Design matrix_skew_feeder_flat, sky130hd; sources not shown.
Placement view:
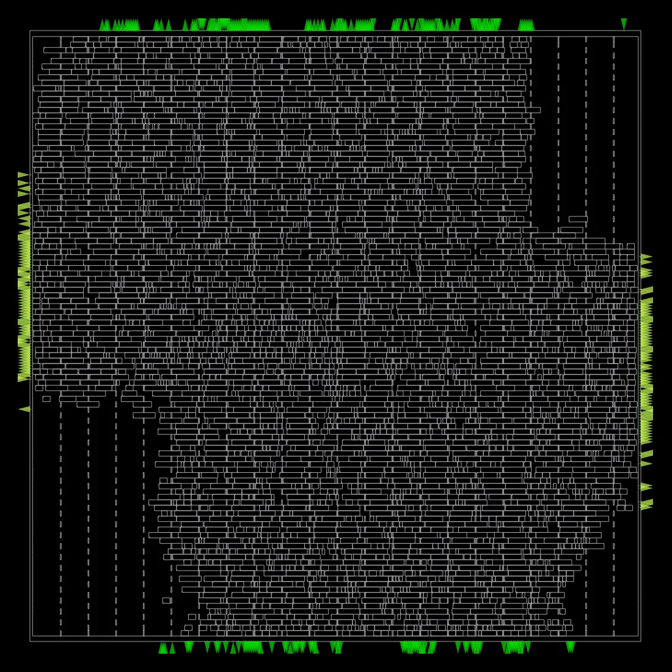
TAP cells: 1,176
Core Area: 0.0904 mm2
fraction of area in registers: 57.3%
seq_cells: 1,299
final core occ: 69.9%

M3 wires:
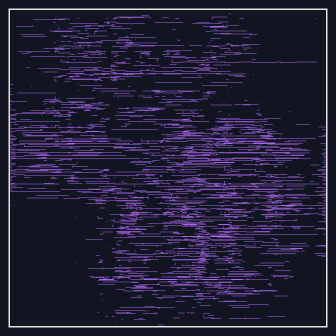
longest straight run: 124 um
main direction: horizontal
vias: 36,100
M3 GR Usage: 8.06%
routed wire length: 157 mm

Port wiring:
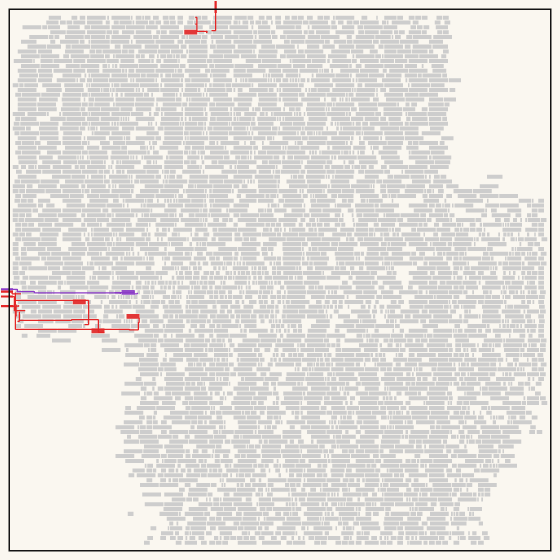
legend:
  purple:
    port: bus_loaded
    bits: 1
    direction: output
    edge: west
    end_cells: 1
    buffers: 1
    wire: 78.3 um
  red:
    port: bus_b_valid
    bits: 4
    direction: output
    edge: 3 west, 1 north
    end_cells: 4
    buffers: 4
    wire: 282 um
io pins: 337
# port buffers: 336

Wiring heat map:
The die is cut into 30 by 30 equal tiles; black is low, pale yellow is high, scaled to the fullest tile. Values are wire area over tile area, all layers added.
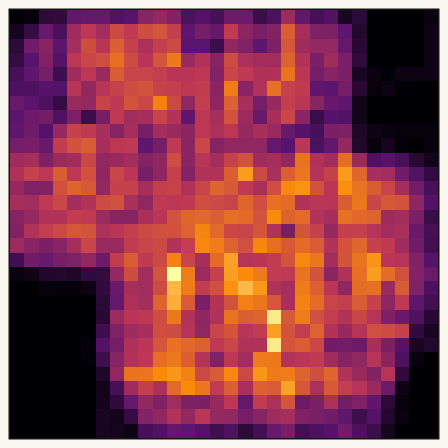
densest ninth of the die: center
tiles over half the peak: 33%
fullest tile: 0.79
mean over tiles: 0.30
emptiest ninth of the die: south-west
nearly empty tiles: 13%
post-detailed-route wirelength per cell: 30.6 um
GR Util All Layers: 34.5%

Sequential cells grouped by signal name:
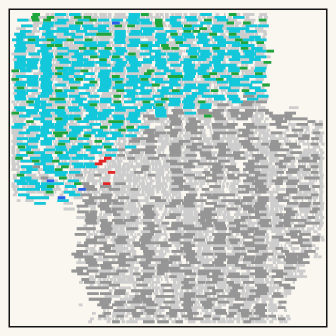
legend:
  red:
    signal: u_core.wr_cnt
    sequential_cells: 5
  blue:
    signal: u_core.bus.a_valid
    sequential_cells: 4
  cyan:
    signal: u_core.bank_b
    sequential_cells: 512
  green:
    signal: u_core.bus.b_out
    sequential_cells: 128
seq pwr: 0.00529 W
storage element area: 0.0363 mm2

==> impl_metrics.csv <==
group,metric,value,unit
outcome,status,"completed",
route,avgViaCountPerCell,7.01,
clock_tree,cts-root-buf,"clkbuf_16",
cells_and_area,largest_class,"registers",
synth,async_flop_share,0,%
worst_setup_path,startpoint_type,"flop",
synth,ff_type,"edfxtp_1",
cells_and_area,fin_nets,3933,
synth,ys_ff,1299,
worst_hold_path,worstHoldPathType,"reg2reg",
worst_setup_path,slowest_stage,"dfxtp_4",
cells_and_area,buffer_area_share,6.78,%
worst_setup_path,max_stage_delay,0.95,ns
synth,yosys_cells,3568,
cells_and_area,drive_gt1_share,14.0,%
worst_setup_path,cp_max_fo,85,
clock_tree,clk_pin_slew,0.06,ns
synth,ys_sh_aoi,6.97,%
final_timing,max_freq,136,MHz
clock_tree,cts.sinks,1299,
final_timing,setup_tns,0,ns
die,num_rows,110,
cells_and_area,inverters,15,
placed_design,place_hpwl,88.3,mm
final_timing,hold_viol_final,0,
clock_tree,postCtsSetupRepairBufs,0,
cells_and_area,mi_logic_area,0.0168,mm2
synth,yosysUniqueCellTypes,59,
worst_setup_path,crit_cells,13,
global_route,grt_max_degree,170,
route,ant_nets,0,
job,warning_count,42,
route,drt_iter0_markers,5133,
die,die_y,305,um
synth,xor_share,0.0485,%
placed_design,placed_area,0.0587,mm2
worst_setup_path,r2r_cells,13,
synth,synth-area-yosys,0.0541,mm2
clock_tree,tritoncts,"yes",
synth,ys_warn_count,0,
synth,yosys.area.top_type,"edfxtp_1",
final_timing,period_needed,7.37,ns
[metal layers]
| metal | track usage (%) | share of wire, % |
|---|---|---|
| met5 | - | 0 |
| met4 | 17.5 | 5.3 |
| met3 | 8.06 | 13 |
| met2 | 52.5 | 47 |
| met1 | 43.6 | 35 |
[power breakdown]
part           internal, W  switching (W)  leakage [nW]
Clock              0.00248        0.00195          2.07
Sequential         0.00528     0.00000235          11.4
Combinational    0.0000270      0.0000893          6.48
Total              0.00779        0.00204          20.0
[stage by stage]
step                      hold WS [ns]  power [W]  utilization (%)  instances  worst slack (ns)
after floorplan                  0.224    0.00541                -       3568              2.41
after global placement           0.230    0.00550             64.7       4871              4.03
after detailed placement         0.241    0.00550             65.0       4882              3.95
after CTS                        0.250    0.00984             69.8       5126              3.88
after global routing             0.277     0.0100             69.9       5139              3.48
final                            0.251    0.00984             69.9       5140              3.65
[cells in the final DEF, fill, tap and decap left out, types with 6 or more instances in the layout]
cell type / count
o211ai_1: 37
nand4_1: 33
nand4b_1: 31
o21ai_0: 46
diode_2: 8
a31oi_1: 17
a211oi_1: 35
nand2_1: 482
inv_1: 11
clkbuf_1: 53
dfxtp_1: 274
mux2_2: 10
a32oi_1: 128
edfxtp_1: 1024
nor2_4: 14
and3b_1: 32
clkinv_2: 9
clkinv_1: 16
mux2i_1: 315
nand3_1: 130
ha_1: 13
mux4_2: 231
clkdlybuf4s50_1: 335
nand2b_1: 6
a21oi_1: 60
clkbuf_16: 132
clkbuf_8: 13
a22o_1: 49
a32o_1: 31
nor2_1: 145
buf_16: 11
buf_4: 75
a22oi_1: 65
clkinv_16: 11
Power figures rest on the tool's default switching activity, not on a simulated workload.
